**config.mk**
```make
export PLATFORM = sky130hd
export DESIGN_NAME = mem_port_arbiter
export DESIGN_NICKNAME = d
export VERILOG_FILES = /design/src/rtl/mem_arb_pkg.sv /design/src/rtl/mem_port_arbiter_rr_arbiter.sv /design/src/rtl/mem_port_arbiter.sv
export SDC_FILE = /design/constraint.sdc
export NUM_CORES = 1
export LEC_CHECK = 0
export CAP_MARGIN = 20
export CORE_AREA = 2 2 107 109
export CTS_CLUSTER_SIZE = 12
export DETAILED_ROUTE_END_ITERATION = 12
export DIE_AREA = 0 0 109 111
export PLACE_DENSITY = 0.7
export SLEW_MARGIN = 0
export SYNTH_ARGS = -nofsm -noshare
export SYNTH_HDL_FRONTEND = slang
export SYNTH_HIERARCHICAL = 1
export SYNTH_SLANG_ARGS = --single-unit
```
**constraint.sdc**
```tcl
create_clock -name clk -period 2 [get_ports clk]
set_input_delay 0.2 -clock clk [delete_from_list [all_inputs] [get_ports clk]]
set_output_delay 0.2 -clock clk [all_outputs]
set_load 0.02 [all_outputs]
```
**src/rtl/mem_arb_pkg.sv**
```systemverilog
// mem_arb_pkg: shared sizing helpers and arbitration mode encodings for mem_port_arbiter
package mem_arb_pkg;
    localparam int ARB_RR    = 0;
    localparam int ARB_FIXED = 1;
    localparam int BYTE_W    = 8;

    function automatic int port_id_w(input int n);
        return (n > 1) ? $clog2(n) : 1;
    endfunction

    function automatic int byte_lanes(input int data_w);
        return data_w / BYTE_W;
    endfunction
endpackage

```
**src/rtl/mem_port_arbiter_rr_arbiter.sv**
```systemverilog
// rr_arbiter: combinational pick over a request vector, rotating from ptr_i or fixed lowest-index-first
module rr_arbiter #(
    parameter int N   = 2,
    parameter int IDW = 1
) (
    input  logic [N-1:0]   req_i,
    input  logic [IDW-1:0] ptr_i,
    input  logic           fixed_i,
    output logic [N-1:0]   gnt_o,
    output logic [IDW-1:0] id_o
);
    logic [IDW-1:0] idx;

    // Scan from lowest priority to highest so the last hit is the winner
    always_comb begin
        gnt_o = '0;
        id_o  = '0;
        idx   = '0;
        for (int k = N - 1; k >= 0; k--) begin
            idx = fixed_i ? IDW'(k) : IDW'((int'(ptr_i) + k) % N);
            if (req_i[idx]) begin
                gnt_o      = '0;
                gnt_o[idx] = 1'b1;
                id_o       = idx;
            end
        end
    end
endmodule

```
**src/rtl/mem_port_arbiter.sv**
```systemverilog
// mem_port_arbiter: multiplexes NUM_PORTS request channels onto one memory port
// with round-robin/fixed arbitration, stall-locked grants and one pipelined outstanding access.
module mem_port_arbiter
    import mem_arb_pkg::*;
#(
    parameter int NUM_PORTS  = 2,
    parameter int ADDR_W     = 32,
    parameter int DATA_W     = 32,
    parameter int FIXED_PRIO = 0
) (
    input  logic                              clk,
    input  logic                              reset_n,
    input  logic [NUM_PORTS-1:0]              req_valid,
    output logic [NUM_PORTS-1:0]              req_ready,
    input  logic [NUM_PORTS*ADDR_W-1:0]       req_addr,
    input  logic [NUM_PORTS*(DATA_W/8)-1:0]   req_we,
    input  logic [NUM_PORTS*DATA_W-1:0]       req_wdata,
    output logic [NUM_PORTS-1:0]              resp_valid,
    output logic [DATA_W-1:0]                 resp_rdata,
    output logic [ADDR_W-1:0]                 mem_addr,
    output logic [DATA_W/8-1:0]               mem_we,
    output logic                              mem_re,
    output logic [DATA_W-1:0]                 mem_din,
    input  logic [DATA_W-1:0]                 mem_dout,
    input  logic                              mem_stall
);
    localparam int IDW = port_id_w(NUM_PORTS);
    localparam int BL  = byte_lanes(DATA_W);

    logic [NUM_PORTS-1:0] arb_gnt;
    logic [IDW-1:0]       arb_id, gid;
    logic [IDW-1:0]       pend_id_q, pend_id_d, lock_id_q, lock_id_d, rr_ptr_q, rr_ptr_d;
    logic                 pend_q, pend_d, locked_q, locked_d;
    logic                 gvalid, accept, resp;
    logic [BL-1:0]        g_we;

    rr_arbiter #(.N(NUM_PORTS), .IDW(IDW)) u_rr_arbiter (
        .req_i   (req_valid),
        .ptr_i   (rr_ptr_q),
        .fixed_i (FIXED_PRIO == ARB_FIXED),
        .gnt_o   (arb_gnt),
        .id_o    (arb_id)
    );

    // A stalled grant stays pinned to its port so the memory sees a stable request
    always_comb begin
        gid        = locked_q ? lock_id_q : arb_id;
        gvalid     = reset_n && (locked_q ? req_valid[lock_id_q] : |arb_gnt);
        g_we       = req_we[gid*BL +: BL];
        mem_addr   = gvalid ? req_addr[gid*ADDR_W +: ADDR_W] : '0;
        mem_din    = gvalid ? req_wdata[gid*DATA_W +: DATA_W] : '0;
        mem_we     = gvalid ? g_we : '0;
        mem_re     = gvalid && (g_we == '0);
        accept     = gvalid && !mem_stall;
        resp       = pend_q && !mem_stall;
        req_ready  = accept ? NUM_PORTS'(1) << gid : '0;
        resp_valid = resp ? NUM_PORTS'(1) << pend_id_q : '0;
        resp_rdata = mem_dout;
        pend_d     = accept || (pend_q && !resp);
        pend_id_d  = accept ? gid : pend_id_q;
        locked_d   = !accept && (locked_q || (gvalid && mem_stall));
        lock_id_d  = (gvalid && mem_stall) ? gid : lock_id_q;
        rr_ptr_d   = (accept && FIXED_PRIO == ARB_RR && NUM_PORTS > 1)
                   ? ((gid == IDW'(NUM_PORTS - 1)) ? '0 : gid + 1'b1) : rr_ptr_q;
    end

    always_ff @(posedge clk or negedge reset_n) begin
        if (!reset_n) begin
            pend_q    <= 1'b0;
            pend_id_q <= '0;
            locked_q  <= 1'b0;
            lock_id_q <= '0;
            rr_ptr_q  <= '0;
        end else begin
            pend_q    <= pend_d;
            pend_id_q <= pend_id_d;
            locked_q  <= locked_d;
            lock_id_q <= lock_id_d;
            rr_ptr_q  <= rr_ptr_d;
        end
    end
endmodule

```
==> flow_metrics.tcl <==
# flow metrics
set metrics [dict create \
    top_area_share_pct 31.5 \
    status "complete, but fails checks" \
    reg2reg_slack_ps 180 \
    failed_checks "setup timing" \
    met3_length_microns 744 \
    setup_viol 71 \
    synthArstFlopShare_pct 100 \
    routed_wl_microns 11300 \
    dp_cells 607 \
    maxCapViolations 0 \
    seq_cells 5 \
    r2r_start "rr_ptr_q" \
    common_cells "nand2_1, a21oi_1, buf_4, buf_2" \
    overflow 0 \
    power_frac_comb_pct 90.0 \
    cts.htree.levels 1 \
    grt.total_usage_pct 16.8 \
    p_sw_uw 2540 \
    post-cts-setup-buffers 23 \
    fill_cells 1122 \
    top_usage_layer "met2" \
    largest_cell_class "buffers" \
    ctsHoldBuffers 0 \
    buffers 270 \
    simple_gate_share_pct 35.1 \
    fin_ws_ps -173 \
    drtIter0Drc 119 \
    io_pins 278 \
    finalCriticalPeriod_ps 2170 \
    swShare_pct 47.1 \
    fin_cells 652 \
    synth_seq_share_pct 7.60 \
    netlist_top_cells_area "nand2_1, a21oi_1, buf_4" \
    io_buffer_count 213 \
    clockBufferDepth 2 \
    ys_cells 292 \
    worstSetupEndpoint "mem_din[4]" \
    fp_util_pct 14.9 \
    p_per_area_nw_per_um2 1130 \
]
power by group through the flow:
stage	Clock, uW	Sequential (uW)	Combinational (uW)
2_1_floorplan	0	173	1870
3_3_place_gp	0	198	3120
3_5_place_dp	0	202	3180
4_1_cts	332	204	4300
5_1_grt	341	216	5140
6_report	330	208	4860
critical path: cells and delay by family (launching register included):
family,cells,cell delay (ps)
mux,1,210
flops,1,370
simple gates,2,200
buf+inv,4,610
compound gates,2,370
per-stage QoR:
stage	util, %	setup slack (ps)	hold WS [ps]	power [uW]
floorplan	-	47.0	-95.6	2040
global placement	33.6	-571	400	3320
detailed placement	33.6	-605	400	3380
CTS	39.3	-215	344	4830
global route	43.2	-244	347	5690
finish	43.2	-173	345	5390
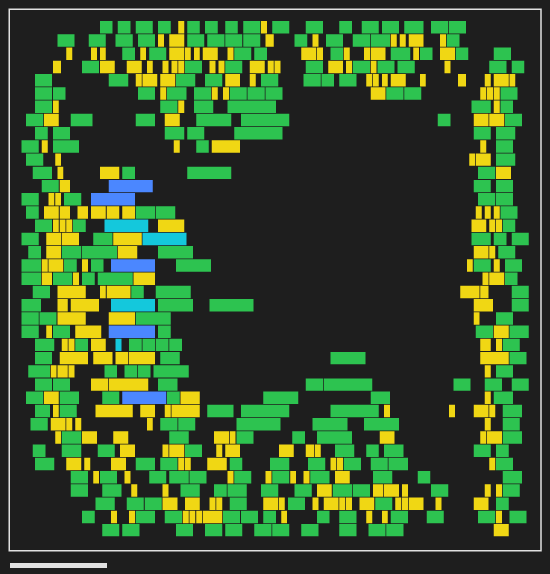
Fig. 1. Cell classes on the final placement.
Scale bar: 20 microns.
Key: blue = flops [cells 5, share of their area 2.7%]; yellow = combinational and other logic [cells 230, share of their area 32%]; green = other buffers and delay cells [cells 270, share of their area 64%]; cyan = clock drivers and dummy loads [cells 4, share of their area 1.7%]
Layout Utilization: 43.2%
Seq area share: 2.64%
core area: 11,100 sq um
Finished Cell Area: 4790 sq um
Row Count: 39

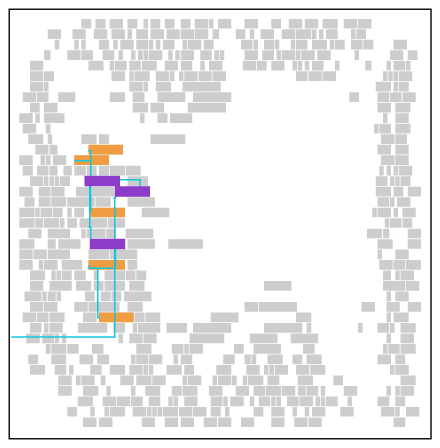
Fig. 2. Clock wires, drivers and flops.
Key: cyan = clock wires [length 149 microns]; purple = clock drivers [count 3]; orange = flip-flops [count 5]
There are 4 routed clock nets. Position of the flops: west.
Clock group: 330 uW
Clk pwr share: 6.1%
clk ins delay skew pair: 230 ps
clk_skew: 1.36 ps

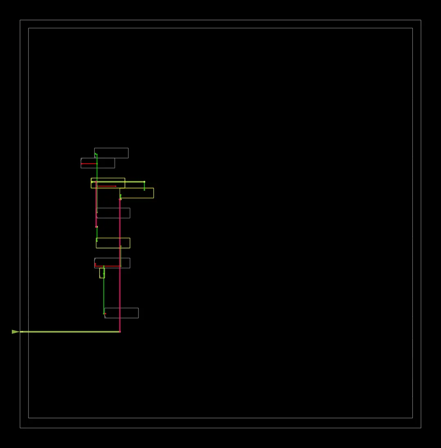
Fig. 3. The clock network.
number of buffers created by CTS: 3
clock buffer count: 4
CTS sink count: 5

Power figures rest on the tool's default switching activity, not on a simulated workload.
